==> src/rtl/fp_round_pack.sv <==
// fp_round_pack
//   Two-stage rounding and packing stage for an 8-bit minifloat
//   {sign[7], exp[6:4], sig[3:0]}.
//   - S1 registers the word from the normalizer.
//   - The rounded result is computed combinationally from S1.
//   - S2 is the output register.
//   Rounding is round-half-up on the magnitude. A carry out of the
//   significand bumps the exponent. A carry out of exp=7 saturates to the
//   largest magnitude.
//
// Optional feature (macro FP_ROUND_STATS_EN):
//   When defined, sat_count counts saturating words as they move S1->S2.
//   It sticks at 255.
//   When undefined, sat_count is tied to zero and no counter exists.
//
// Ports:
//   clk        rising-edge clock
//   rst        synchronous active-high reset
//   in_valid   upstream word valid
//   in_ready   block accepts a word this cycle (combinational)
//   in_sign    sign of the original value
//   in_exp     exponent 0..7
//   in_sig     truncated 4-bit significand
//   in_fifth   round bit (first magnitude bit below sig LSB)
//   out_valid  out_fp holds a valid result
//   out_ready  downstream consumes the result
//   out_fp     packed rounded float
//   sat_count  number of rounding-induced saturations
module fp_round_pack (
  input  logic       clk,
  input  logic       rst,
  input  logic       in_valid,
  output logic       in_ready,
  input  logic       in_sign,
  input  logic [2:0] in_exp,
  input  logic [3:0] in_sig,
  input  logic       in_fifth,
  output logic       out_valid,
  input  logic       out_ready,
  output logic [7:0] out_fp,
  output logic [7:0] sat_count
);

  logic       s1_valid;
  logic       s1_sign;
  logic [2:0] s1_exp;
  logic [3:0] s1_sig;
  logic       s1_fifth;

  logic       s2_valid;
  logic [7:0] s2_fp;

  logic       s1_adv;
  logic       s2_adv;

  logic [2:0] rnd_exp;
  logic [3:0] rnd_sig;

  // A stage may load when it is empty or when its contents leave this edge.
  assign s2_adv   = !s2_valid || out_ready;
  assign s1_adv   = !s1_valid || s2_adv;
  assign in_ready = s1_adv;

  assign out_valid = s2_valid;
  assign out_fp    = s2_fp;

  // Round-half-up on the magnitude.
  // - sig=15 with a round bit carries into the exponent.
  // - At exp=7 that carry saturates: exp and sig are left at 7 and 15.
  always_comb begin
    rnd_exp = s1_exp;
    rnd_sig = s1_sig;
    if (s1_fifth) begin
      if (s1_sig != 4'hF) begin
        rnd_sig = s1_sig + 4'd1;
      end else if (s1_exp != 3'd7) begin
        rnd_sig = 4'b1000;
        rnd_exp = s1_exp + 3'd1;
      end
    end
  end

  // S1: capture the incoming word whenever the stage can advance.
  always_ff @(posedge clk) begin
    if (rst) begin
      s1_valid <= 1'b0;
      s1_sign  <= 1'b0;
      s1_exp   <= 3'd0;
      s1_sig   <= 4'd0;
      s1_fifth <= 1'b0;
    end else if (s1_adv) begin
      s1_valid <= in_valid;
      if (in_valid) begin
        s1_sign  <= in_sign;
        s1_exp   <= in_exp;
        s1_sig   <= in_sig;
        s1_fifth <= in_fifth;
      end
    end
  end

  // S2: the data only changes when a real word arrives.
  // This keeps out_fp stable while the stage is stalled.
  always_ff @(posedge clk) begin
    if (rst) begin
      s2_valid <= 1'b0;
      s2_fp    <= 8'h00;
    end else if (s2_adv) begin
      s2_valid <= s1_valid;
      if (s1_valid) begin
        s2_fp <= {s1_sign, rnd_exp, rnd_sig};
      end
    end
  end

`ifdef FP_ROUND_STATS_EN
  logic       sat_event;
  logic [7:0] sat_cnt_q;

  // Only a real carry out of the top exponent counts as a saturation.
  // exp=7, sig=15 without a round bit is already exact.
  assign sat_event = s1_fifth && (s1_sig == 4'hF) && (s1_exp == 3'd7);

  always_ff @(posedge clk) begin
    if (rst) begin
      sat_cnt_q <= 8'h00;
    end else if (s1_valid && s2_adv && sat_event && (sat_cnt_q != 8'hFF)) begin
      sat_cnt_q <= sat_cnt_q + 8'd1;
    end
  end

  assign sat_count = sat_cnt_q;
`else
  assign sat_count = 8'h00;
`endif

endmodule
==> config.mk <==
export PLATFORM = sky130hd
export DESIGN_NAME = fp_round_pack
export DESIGN_NICKNAME = d
export VERILOG_FILES = /design/src/rtl/fp_round_pack.sv
export SDC_FILE = /design/constraint.sdc
export NUM_CORES = 1
export LEC_CHECK = 0
export ABC_AREA = 1
export CAP_MARGIN = 10
export CORE_ASPECT_RATIO = 1.75
export CORE_MARGIN = 2
export CORE_UTILIZATION = 35
export DETAILED_ROUTE_END_ITERATION = 8
export GPL_ROUTABILITY_DRIVEN = 1
export GPL_TIMING_DRIVEN = 0
export PLACE_DENSITY_LB_ADDON = 0.12
export SLEW_MARGIN = 30
export SYNTH_ARGS = -nofsm -noshare
export SYNTH_HDL_FRONTEND = slang
export SYNTH_SLANG_ARGS = --single-unit
==> constraint.sdc <==
create_clock -name clk -period 3.65 [get_ports clk]
set_clock_uncertainty 0.2 [all_clocks]
set_input_delay 0.73 -clock clk [delete_from_list [all_inputs] [get_ports clk]]
set_output_delay 0.73 -clock clk [all_outputs]
set_load 0.1 [all_outputs]
Fig. 1: met1 routing
The bar under the picture is 10 um long. Supply wires on this layer in grey.
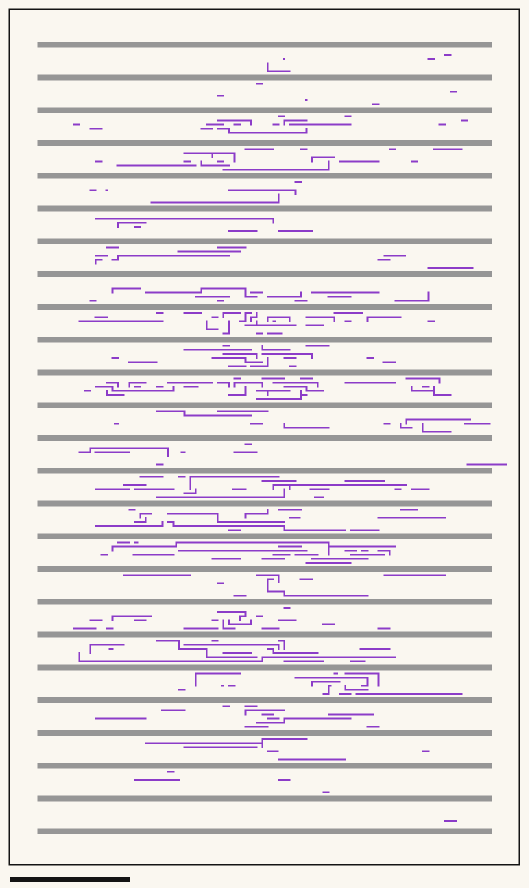
longest straight run: 15.2 um
main direction: horizontal
nets with wire on the layer: 147
wire length after detailed routing: 1.94 mm
total vias in the final route: 845
met1 Usage GRT: 13.3%

Fig. 2: M2 wires
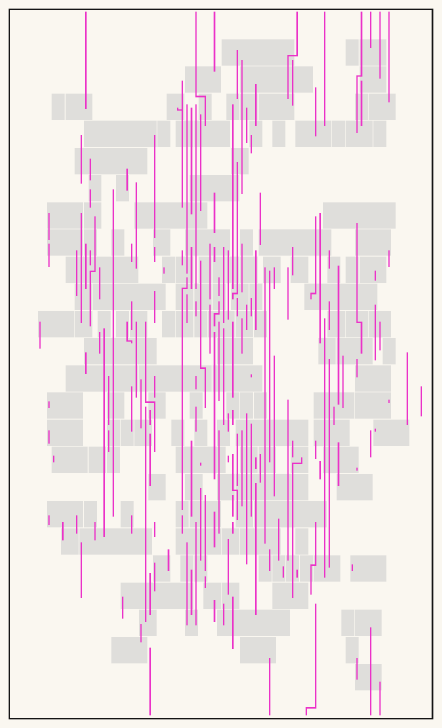
longest straight run: 32.6 um
wire length on this layer: 1050 um
main direction: vertical
nets with wire on the layer: 132
share of all routed wire: 54%
grt met2 use: 24.8%

Fig. 3: the metal 3 layer
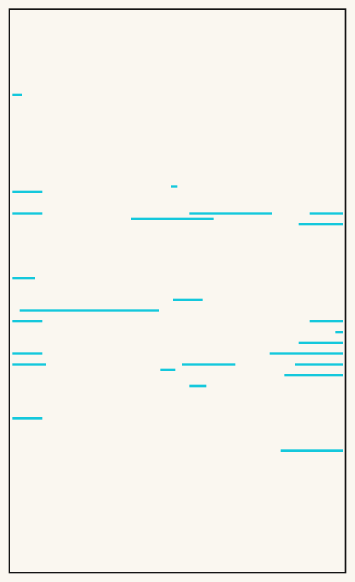
wire length on this layer: 124 um
longest straight run: 17.2 um
main direction: horizontal
met3 track demand over resource in global routing: 2.81%

Fig. 4: cells coloured by class
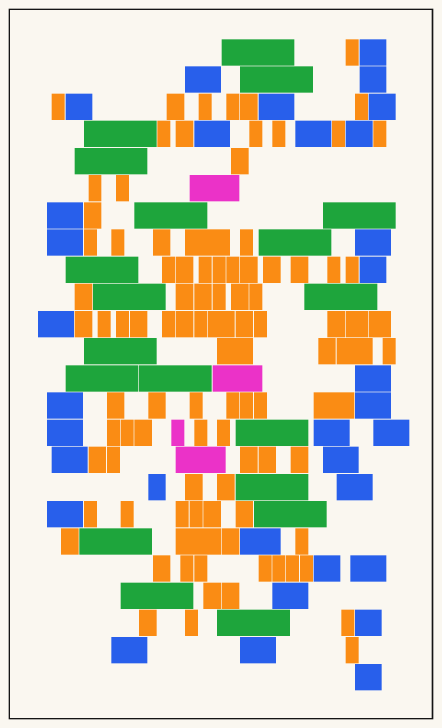
[orange] remaining logic cells | cells: 97 | share of their area: 39%
[magenta] clock drivers and dummy loads | cells: 4 | share of their area: 3.8%
[blue] remaining buffers and delay cells | cells: 33 | share of their area: 26%
[green] registers | cells: 19 | share of their area: 32%

Fig. 5: routing congestion map
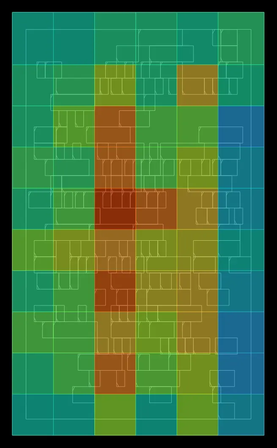
Util after Layout: 49.5%
overall global routing resource usage: 13.5%
detail-routed net length per standard cell: 10.8 um

==> reports/README.md <==
| Group | Metric | This run |
| --- | --- | --- |
| floorplan | Y dimension of the die | 70.9 um |
| worst setup path | Critical-path maximum fanout | 3 |
| route | Number of vias per cell after detailed routing | 4.72 |
| place | Post-Place Worst Slack | 0.231 ns |
| cts | Insertion delay to the later sink of the worst-skew pair | 0.25 ns |
| synthesis | Syn avg cell area | 7.46 um^2 |
| sta | Setup violation total in the final timing report | 0 |
| route | DR top layer | met4 |
| worst setup path | CP Data Required Time | 2.72 ns |
| synthesis | Top cells by area | sky130_fd_sc_hd__dfxtp_1 (43%), sky130_fd_sc_hd__o21ai_0 (10%), sky130_fd_sc_hd__nor2_1 (9.2%) |
| floorplan | Die Width | 42.2 um |
| job | MaxCap Viol Count | 0 |
| floorplan | Number of top-level pins | 31 |
| floorplan | Die Size | 2990 um^2 |
| floorplan | Number of cell rows | 24 |
| global routing | Wire length of the first global-routing pass | 3.11 mm |
| worst setup path | Worst setup path end | in_ready |
| hold path | Path category of the worst min-delay check | reg -> reg |
| synthesis | Post-Synth Simple-Gate Area | 22.0% |
| route | Post-route ant nets | 0 |
| sta | Post-layout worst setup margin | 0.240 ns |
| synthesis | Share of the synthesized area in the top cell type | 42.5% |
| synthesis | Cell taking the most area after synthesis | sky130_fd_sc_hd__dfxtp_1 |
| cts | CTS Buf Count | 3 |
| global routing | Initial antenna violation count | 0 |
| cts | H-Tree Level Count | 1 |
| place | Estimated wirelength of the detail-placed design | 1.56 mm |
| pwr | Share of total power in the clock network | 26.8% |
| worst setup path | Source of the worst register-to-register timing path | s1_sig[0] |
| route | Starting DRT DRC Count | 25 |
| pwr | Leakage component of the power | 0.000518 uW |
| cts | TritonCTS sink count | 19 |
| cts | # resized after CTS | 0 |
| sta | Share of the cycle needed by the critical path after routing | 93.4% |
| worst setup path | Nature of the critical path endpoint | output port |
| cts | CTS clock-pin slew for the worst setup and hold paths | 0.07 ns |
| outcome | Status | completed |
| synthesis | Mux cell area share after synthesis | 0% |
| pwr | Reg power frac | 43.4% |
| synthesis | Most common cell in the synthesized netlist | sky130_fd_sc_hd__nor2_1 |
| synthesis | Fraction of registers with async set/reset | 0% |
| pwr | Internal Dissipation | 343 uW |
| synthesis | Cell area after technology mapping | 895 um^2 |
| worst setup path | Category of the critical setup timing path | in -> out |
| pwr | Post-route total power | 535 uW |
| route | Metal3 WL | 124 um |
| sta | Final number of max-transition violations | 0 |
| global routing | Pin count of the biggest net entering global routing | 11 |
| synthesis | Most common flop cell mapped by yosys | sky130_fd_sc_hd__dfxtp_1 |
| place | Count of buffers inserted at the top-level ports | 22 |
| worst setup path | Critical Path AT | 2.48 ns |
| cts | Clock tree from TritonCTS | yes |
| worst setup path | Internal reg-to-reg setup slack | 2.17 ns |
| final layout | Number of filler instances in the final layout | 282 |
| sta | Worst rel slew slack | 35.1% |
| floorplan | Core Footprint | 2460 um^2 |
| place | Placement-stage cell area | 1170 um^2 |
| route | Met1 WL | 710 um |
| synthesis | Tally of unique sky130hd cells used after synthesis | 18 |
| pwr | Switching power summed over all nets | 192 uW |
| sta | Setup repair after global routing missed its margin | no |
| synthesis | Flip-flops with a built-in enable | 0 |
| pwr | VDD IR-drop max | 0.202 mV |
| worst setup path | Worst r2r dst | out_fp[2] |
| route | Iteration count of the initial detailed-routing pass | 4 |
| synthesis | Post-synthesis cell count from yosys | 120 |
-- flip-flops by register name (all words and copies together), names as in the netlist --
register / cells
s1_fifth: 1
s1_exp: 3
out_fp: 8
s1_sig: 4
s1_sign: 1
out_valid: 1
s1_valid: 1
-- per-layer routing --
metal | track usage [%] | up-vias
met1 | 13.3 | 371
met4 | 8.33 | 0
li1 | - | 440
met2 | 24.8 | 29
met3 | 2.81 | 5
met5 | 0 | -
-- critical path, cell delays in order --
cell and delay [ns]:
sky130_fd_sc_hd__clkdlybuf4s50_1 0.46, sky130_fd_sc_hd__inv_1 0.06, sky130_fd_sc_hd__nand3_2 0.09, sky130_fd_sc_hd__clkdlybuf4s50_1 1.14
-- stage by stage --
stage / utilization (%) / std cells
after floorplan: - / 127
after global placement: 47.7 / 175
after detailed placement: 47.7 / 175
after CTS: 49.5 / 179
after global routing: 49.5 / 179
final: 49.5 / 179
-- layout make-up --
cell class	instances	area (um^2)	area share [%]
Buffer	11	83.8	6.88
Sequential cell	19	380	31.2
Inverter	10	37.5	3.08
Tap cell	26	32.5	2.67
Timing Repair Buffer	22	220	18.1
Clock buffer	4	45.0	3.70
Multi-Input combinational cell	87	419	34.4
-- cells by family (layout without fill, tap and decap cells) --
group	count (synthesis)	in the layout
AND-OR/OR-AND	33	33
other	1	8
AND/OR/NAND/NOR	44	44
flip-flops	19	19
adder cells (fa/ha/maj)	2	2
buffers and inverters	21	47
-- worst min-delay path by stage --
stage | start | to | slack (ns)
5_1_grt | out_fp[3] | out_fp[3] | 0.30
6_report | out_fp[3] | out_fp[3] | 0.27
4_1_cts | out_fp[3] | out_fp[3] | 0.27
3_5_place_dp | out_fp[3] | out_fp[3] | 0.26
3_3_place_gp | out_fp[3] | out_fp[3] | 0.26
2_1_floorplan | s1_sign | s1_sign | 0.25
No activity file was given, so power comes from the tool's default toggle rates.
